Figure 1. Placed cells, one color a class (run 1).
The bar under the picture is 20 um long. Fill, decap, tap and diode cells in gray.
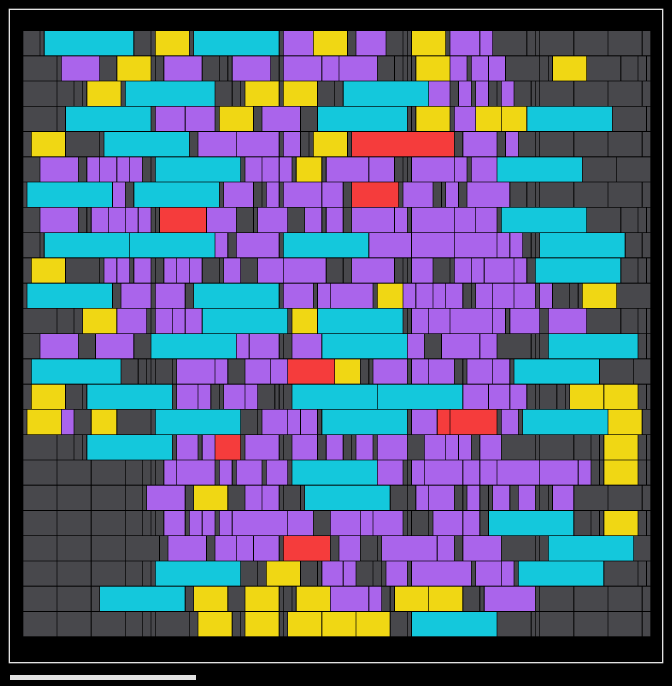
Figure 2. Gate families picked out (run 1).
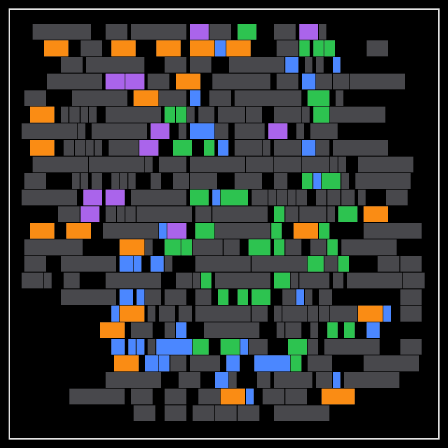
Figure 3. Where the registers sit (run 1).
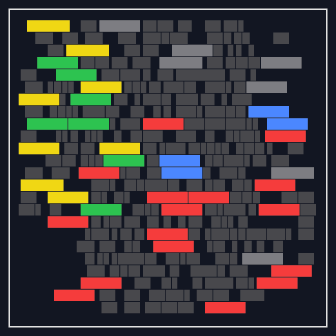
Figure 4. Clock nets (run 1).
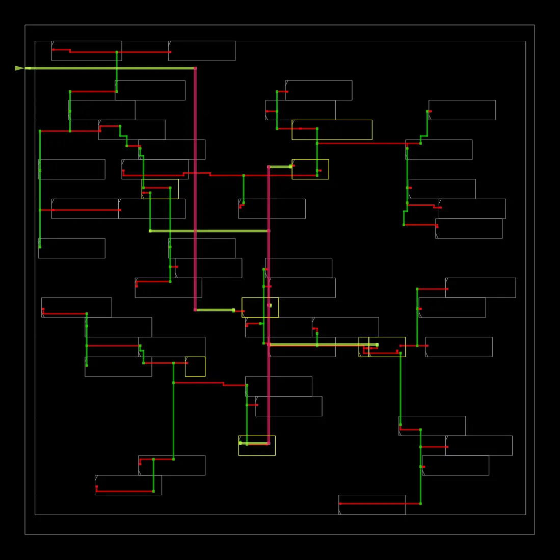
--- src/rtl/seq_det_pkg.sv ---
// Shared defaults and width helpers for the serial pattern detector.
package seq_det_pkg;

    localparam logic [7:0] SEQ_DEF_PATTERN = 8'b0000_1011;
    localparam int         SEQ_DEF_LEN     = 4;
    localparam int         SEQ_DEF_OVERLAP = 1;

    // Bits needed to hold the values 0..max_len inclusive.
    function automatic int len_width(input int max_len);
        int w;
        w = 0;
        while ((1 << w) < (max_len + 1)) begin
            w = w + 1;
        end
        return w;
    endfunction

endpackage

--- src/rtl/seq_pattern_detector_sat_counter.sv ---
// Saturating up-counter; a clear request outranks an increment.
module sat_counter #(
    parameter int W = 16
) (
    input  logic         clk,
    input  logic         reset,
    input  logic         inc,
    input  logic         clr,
    output logic [W-1:0] count
);

    // Count up on inc, stick at all-ones, clear wins over inc.
    always_ff @(posedge clk or posedge reset) begin
        if (reset) begin
            count <= '0;
        end else if (clr) begin
            count <= '0;
        end else if (inc && (count != '1)) begin
            count <= count + W'(1);
        end
    end

endmodule

--- src/rtl/seq_pattern_detector.sv ---
// Serial bit-pattern detector with runtime-loadable pattern, length and
// overlap mode, plus a saturating match counter.
module seq_pattern_detector
    import seq_det_pkg::*;
#(
    parameter int                 MAX_LEN     = 8,
    parameter int                 CNT_W       = 16,
    parameter logic [MAX_LEN-1:0] DEF_PATTERN = MAX_LEN'(SEQ_DEF_PATTERN),
    parameter int                 DEF_LEN     = SEQ_DEF_LEN,
    parameter int                 DEF_OVERLAP = SEQ_DEF_OVERLAP,
    localparam int                LEN_W       = len_width(MAX_LEN)
) (
    input  logic               clk,
    input  logic               reset,
    input  logic               in_valid,
    input  logic               in_bit,
    input  logic               cfg_load,
    input  logic [MAX_LEN-1:0] cfg_pattern,
    input  logic [LEN_W-1:0]   cfg_len,
    input  logic               cfg_overlap,
    input  logic               cnt_clr,
    output logic               match,
    output logic [CNT_W-1:0]   match_count,
    output logic               cfg_err
);

    logic [MAX_LEN-1:0] history;
    logic [LEN_W-1:0]   fill;
    logic [MAX_LEN-1:0] pat_q;
    logic [LEN_W-1:0]   len_q;
    logic               ovl_q;

    logic [MAX_LEN-1:0] cand;
    logic [MAX_LEN-1:0] mask;
    logic               cfg_ok;
    logic               hit;

    // Candidate window, active-length mask and match decision for this cycle.
    // A cfg_load cycle owns the cycle, so its data bit can never produce a hit.
    always_comb begin
        cand = {history[MAX_LEN-2:0], in_bit};
        mask = '0;
        for (int i = 0; i < MAX_LEN; i++) begin
            mask[i] = (LEN_W'(i) < len_q);
        end
        cfg_ok = (cfg_len != '0) && (cfg_len <= LEN_W'(MAX_LEN));
        hit    = in_valid && !cfg_load
                 && (fill >= (len_q - LEN_W'(1)))
                 && (((cand ^ pat_q) & mask) == '0);
    end

    // Configuration, history/fill tracking and registered pulse outputs.
    // Any cfg_load, accepted or rejected, discards the coincident data bit.
    always_ff @(posedge clk or posedge reset) begin
        if (reset) begin
            history <= '0;
            fill    <= '0;
            pat_q   <= DEF_PATTERN;
            len_q   <= LEN_W'(DEF_LEN);
            ovl_q   <= (DEF_OVERLAP != 0);
            match   <= 1'b0;
            cfg_err <= 1'b0;
        end else begin
            match   <= hit;
            cfg_err <= cfg_load && !cfg_ok;
            if (cfg_load) begin
                if (cfg_ok) begin
                    pat_q   <= cfg_pattern;
                    len_q   <= cfg_len;
                    ovl_q   <= cfg_overlap;
                    history <= '0;
                    fill    <= '0;
                end
            end else if (in_valid) begin
                history <= cand;
                if (hit) begin
                    if (!ovl_q) begin
                        fill <= '0;
                    end
                end else if (fill < len_q) begin
                    fill <= fill + LEN_W'(1);
                end
            end
        end
    end

    sat_counter #(
        .W(CNT_W)
    ) u_cnt (
        .clk  (clk),
        .reset(reset),
        .inc  (hit),
        .clr  (cnt_clr),
        .count(match_count)
    );

endmodule

--- config.mk ---
export PLATFORM = sky130hd
export DESIGN_NAME = seq_pattern_detector
export DESIGN_NICKNAME = d
export VERILOG_FILES = /design/src/rtl/seq_det_pkg.sv /design/src/rtl/seq_pattern_detector_sat_counter.sv /design/src/rtl/seq_pattern_detector.sv
export SDC_FILE = /design/constraint.sdc
export NUM_CORES = 1
export LEC_CHECK = 0
export CAP_MARGIN = 15
export CORE_UTILIZATION = 54
export CTS_CLUSTER_SIZE = 28
export DETAILED_ROUTE_END_ITERATION = 6
export GPL_TIMING_DRIVEN = 1
export PLACE_DENSITY = 0.86
export SETUP_SLACK_MARGIN = 0.02
export SYNTH_ARGS = -nofsm -noshare
export SYNTH_HDL_FRONTEND = slang
export SYNTH_SLANG_ARGS = --single-unit
--- constraint.sdc ---
create_clock -name clk -period 3.05 [get_ports clk]
set_clock_uncertainty 0.1 [all_clocks]
set_input_delay 0.61 -clock clk [delete_from_list [all_inputs] [get_ports clk]]
set_output_delay 0.61 -clock clk [all_outputs]
set_load 0.01 [all_outputs]
==> impl_metrics.tcl, run 1 <==
# place-and-route summary
set metrics [dict create \
    status "finished, final reports clean" \
    setup_fix_buffers_added_after_clock_tree_synthesis 0 \
    first_pass_iters 4 \
    logic_gate_count 184 \
    clk_pin_slew_ns 0.08 \
    drt_drc_violations_left 0 \
    wl_met3_um 162 \
    grt-busiest-layer "met2" \
    synth_chip_area_um2 2510 \
    core_util_floorplan_pct 56.9 \
    holdBufCountCts 0 \
    num_tap_cells 52 \
    worstMarginPinSlew_ns 0.567 \
    critPathTopFamily "flip-flops" \
    die_height_um 70.2 \
    routed_wl_met2_um 2620 \
    clkLatencyLatePin_ns 0.30 \
    number_of_nets_in_the_finished_design 321 \
    required_ns 3.14 \
    start_kind "register" \
    floorplan.io_pins 37 \
    ys_top_cells_by_count "sky130_fd_sc_hd__dfrtp_1 (37), sky130_fd_sc_hd__nand2_1 (27), sky130_fd_sc_hd__mux2_2 (17), sky130_fd_sc_hd__nand3_1 (15), sky130_fd_sc_hd__nor2_1 (14)" \
    reg2reg_setup_slack_ns 0.17 \
    via_count_of_the_first_global_routing_pass 1932 \
    worst_hold_path_cell_count 2 \
    detailed_place.area_um2 2910 \
    postSynthCellCount 250 \
    crit_fanout 18 \
    rr_endpoint "u_cnt.count[12]" \
    max-slew-margin-rel_pct 62.0 \
    post_synth_top_area_cell "sky130_fd_sc_hd__dfrtp_1" \
    net-switching-power_uw 493 \
    ys_sh_xor_pct 3.83 \
    yosys.area.top_type_share_pct 36.9 \
    ys_cells 250 \
    path_class "register to register" \
    routed_wirelength_um 5110 \
    layout_top_registers "u_cnt.count (16), pat_q (8), history (7)" \
    setup_viol 0 \
    worst_path_max_delay_cell "sky130_fd_sc_hd__dfstp_2" \
    clk_share_pct 3.65 \
    clock_tree.root_cell "sky130_fd_sc_hd__clkbuf_8" \
    syn2layout_area_growth_pct 20.2 \
    globalRouteOverflowTotal 0 \
    combinationalPowerShare_pct 26.4 \
    area_dominant_class "combinational gates" \
    aoi_share_pct 10.5 \
    routedWlPerCell_um 14.9 \
    n_antenna_cell 0 \
    post_route_cells_drive_above_1_share_pct 17.9 \
    ys_ff 42 \
    global_route_wire_length_before_repair_um 8840 \
    top_count_cell_post_synth "sky130_fd_sc_hd__dfrtp_1" \
    dpl.hpwl_um 3720 \
    drtIter0Drc 121 \
]
Notes on Figure 1 above:
class	color	cells	share of their area
remaining buffers and delay cells	yellow	43	14%
clock drivers and dummy loads	red	8	3.7%
remaining logic cells	purple	197	47%
registers	cyan	42	36%
Core Box Area: 4410 um^2
num rows: 24
Layout Utilization: 68.4%
post-route cell area: 3020 um^2

Notes on Figure 2 above:
family	color	cells
mux cells	orange	20
aoi and oai cells	green	37
nor cells	blue	33
xor and xnor cells	purple	11
most frequent standard cell in the layout excluding fill and tap cells: sky130_fd_sc_hd__dfrtp_1
multi-input gate share of the layout cell area: 43.9%

Notes on Figure 3 above:
name in the netlist	color	flops
history	green	7
fill	blue	4
pat_q	yellow	8
u_cnt.count	red	16
not colored	7
seq pwr: 715 uW
Reg area: 1060 um^2
sequential fraction of total cell area: 35.0%

Notes on Figure 4 above:
clk pwr: 443 uW
clkbuf count: 6
sequential cell count: 42
clock buffers created by TritonCTS: 5
CTS sink count: 42

Figure 5. Floorplan with the power grid (run 1).
Pins as bars on the die edge.
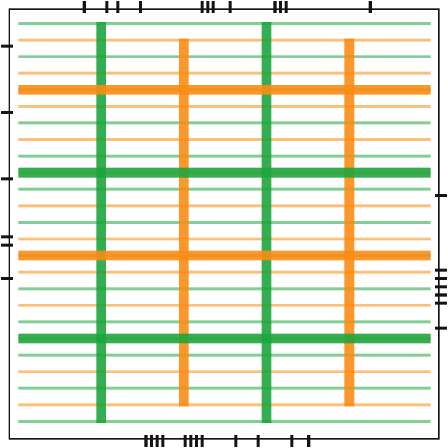

==> inputs of run 2 (changes only) <==
CORE_UTILIZATION = 50   (was 54)
CTS_CLUSTER_SIZE = default   (was 28)
PLACE_DENSITY = 0.81   (was 0.86)
clock period = 3.6 ns   (was 3.05 ns; I/O delays follow)
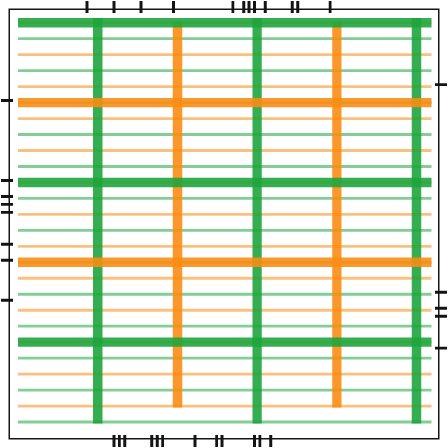
Figure 6: run 2, floorplan with the power grid.
Pins as bars on the die edge.
net	color
VSS	green
VDD	orange
rows	25
signal pins	37
met1 rails	26
met5 straps	5
met4 straps	5
die height: 72.9 um
Core Box Area: 4790 um^2

==> run 2 against run 1 <==
  * Via count fell by 2.0%
  * Count of clock-buffer cells in the layout shrank 1
  * Register-to-register slack better by 0.32 ns
  * Combinational power is 21% lower
  * Wire length decreased by 7.8%
  * Synthesized cell count did not move
  * Cell area is 0.58% lower
  * Worst setup slack better by 0.32 ns
  * Critical path depth up 1
  * Clock power down 31%
  * Sequential share of layout area up 0.20 points
  * Non-clock buffer count is 2 lower
  * Highest routed layer unchanged
==> impl_metrics.tcl, run 2 <==
# place-and-route summary
set metrics [dict create \
    post_synth_top_area_cell "sky130_fd_sc_hd__dfrtp_1" \
    required_ns 3.69 \
    tritoncts.num_buffers 5 \
    ys_top_cells_by_count "sky130_fd_sc_hd__dfrtp_1 (37), sky130_fd_sc_hd__nand2_1 (27), sky130_fd_sc_hd__mux2_2 (17), sky130_fd_sc_hd__nand3_1 (15), sky130_fd_sc_hd__nor2_1 (14)" \
    number_of_nets_in_the_finished_design 319 \
    post_route_cell_area_um2 3000 \
    area_dominant_class "combinational gates" \
    ys_ff 42 \
    multi_input_gate_share_of_the_layout_cell_area_pct 44.1 \
    layout_top_cell "sky130_fd_sc_hd__dfrtp_1" \
    syn2layout_area_growth_pct 19.5 \
    globalRouteOverflowTotal 0 \
    drt_drc_violations_left 0 \
    worstMarginPinSlew_ns 0.586 \
    status "finished, final reports clean" \
    core_util_floorplan_pct 52.5 \
    drtIter0Drc 88 \
    start_kind "register" \
    setup_fix_buffers_added_after_clock_tree_synthesis 0 \
    post_route_cells_drive_above_1_share_pct 17.7 \
    holdBufCountCts 0 \
    reg2reg_setup_slack_ns 0.49 \
    routed_wl_met2_um 2250 \
    nFlopsAndLatches 42 \
    clk_pin_slew_ns 0.09 \
    yosys.area.top_type_share_pct 36.9 \
    via_count_of_the_first_global_routing_pass 1852 \
    synth_chip_area_um2 2510 \
    clkLatencyLatePin_ns 0.30 \
    numClockSinks 42 \
    final_core_util_pct 62.7 \
    crit_fanout 23 \
    max-slew-margin-rel_pct 60.8 \
    clock_tree.root_cell "sky130_fd_sc_hd__clkbuf_8" \
    path_class "register to register" \
    clk_share_pct 3.00 \
    ys_sh_xor_pct 3.83 \
    net-switching-power_uw 397 \
    sequential_fraction_of_total_cell_area_pct 35.2 \
    top_count_cell_post_synth "sky130_fd_sc_hd__dfrtp_1" \
    logic_gate_count 184 \
]
Figure 7. Clock nets (run 2).
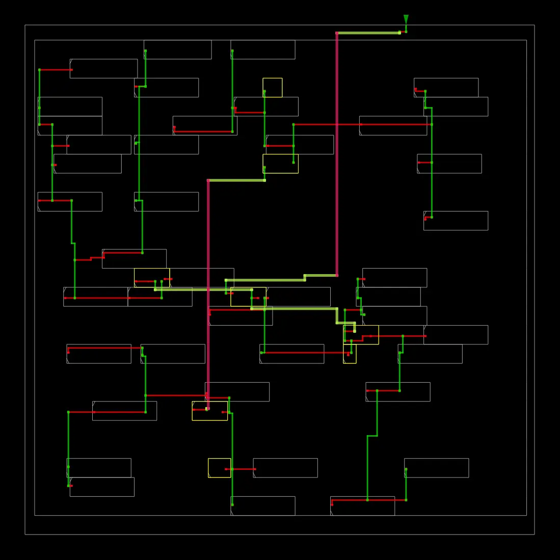

==> inputs of run 3 (changes only) <==
CORE_UTILIZATION = 45   (was 50)
PLACE_DENSITY = 0.75   (was 0.81)
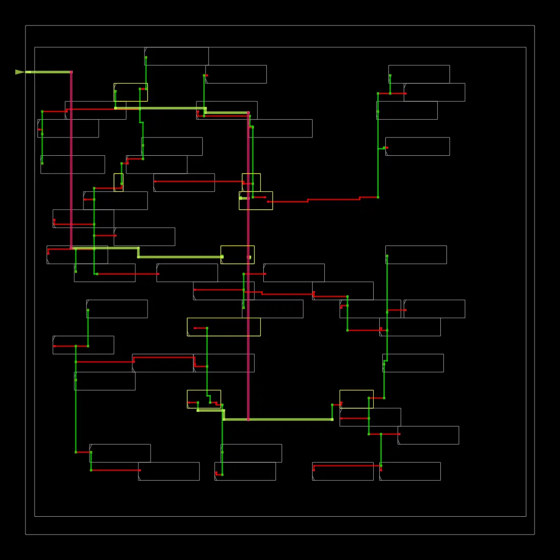
Figure 8: run 3, clock nets.
clk pwr: 373 uW
insertion delay to the later sink of the worst-skew pair: 0.30 ns

==> run 3 against run 2 <==
  * Final cell count increased by 0.56%
  * Sequential share of layout area fell by 0.19 points
  * Global-route usage fell by 1.7 points
  * Highest routed layer unchanged
==> impl_metrics.tcl, run 3 <==
# place-and-route summary
set metrics [dict create \
    status "finished, final reports clean" \
    n_antenna_cell 0 \
    die_height_um 76.7 \
    post_route_cells_drive_above_1_share_pct 17.1 \
    multi_input_gate_share_of_the_layout_cell_area_pct 43.9 \
    layout_top_registers "u_cnt.count (16), pat_q (8), history (7)" \
    drt_drc_violations_left 0 \
    path_class "register to register" \
    critPathTopFamily "simple AND/OR/NAND/NOR gates" \
    reg2reg_setup_slack_ns 0.51 \
    holdBufCountCts 0 \
    maxCapViolCount 0 \
    aoi_share_pct 10.5 \
    nFlopsAndLatches 42 \
    first_pass_iters 4 \
    number_of_nets_in_the_finished_design 318 \
    routed_wirelength_um 4940 \
    synth_chip_area_um2 2510 \
    crit_fanout 21 \
    floorplan.io_pins 37 \
    drtIter0Drc 109 \
    num_tap_cells 70 \
    ys_top_cells_by_count "sky130_fd_sc_hd__dfrtp_1 (37), sky130_fd_sc_hd__nand2_1 (27), sky130_fd_sc_hd__mux2_2 (17), sky130_fd_sc_hd__nand3_1 (15), sky130_fd_sc_hd__nor2_1 (14)" \
    logic_gate_count 184 \
    critPathCaptureType "register" \
    final_core_util_pct 57.6 \
    clkbuf_count 6 \
    routedWlPerCell_um 13.8 \
    tritoncts.num_buffers 5 \
    regArea_um2 1060 \
    grt-busiest-layer "met2" \
    ys_cells 250 \
    dpl.hpwl_um 3630 \
    combinationalPowerShare_pct 25.3 \
    ys_sh_xor_pct 3.83 \
    max-slew-margin-rel_pct 45.4 \
    routed_wl_met2_um 2310 \
    gpl.final_weighted_congestion 0.872 \
    start_kind "register" \
    global_route_wire_length_before_repair_um 8430 \
    via_count_of_the_first_global_routing_pass 1808 \
    clk_share_pct 3.65 \
    clock_tree.root_cell "sky130_fd_sc_hd__clkbuf_8" \
    worst_hold_path_cell_count 2 \
    core_area_um2 5240 \
    setup_viol 0 \
    postSynthCellCount 250 \
    wl_met3_um 121 \
    area_dominant_class "combinational gates" \
    globalRouteOverflowTotal 0 \
    numClockSinks 42 \
    detailed_place.area_um2 2910 \
    required_ns 3.69 \
    synth.area.top_cells "sky130_fd_sc_hd__dfrtp_1 (37%), sky130_fd_sc_hd__mux2_2 (7.6%), sky130_fd_sc_hd__ha_1 (6.5%), sky130_fd_sc_hd__dfstp_2 (5.2%), sky130_fd_sc_hd__nand2_1 (4.0%)" \
    ys_ff 42 \
    pg_seq_uw 606 \
    clk_pin_slew_ns 0.08 \
    net-switching-power_uw 402 \
    worstMarginPinSlew_ns 0.817 \
    yosys.area.top_type_share_pct 36.9 \
    sequential_fraction_of_total_cell_area_pct 35.0 \
]
Power figures rest on the tool's default switching activity, not on a simulated workload.
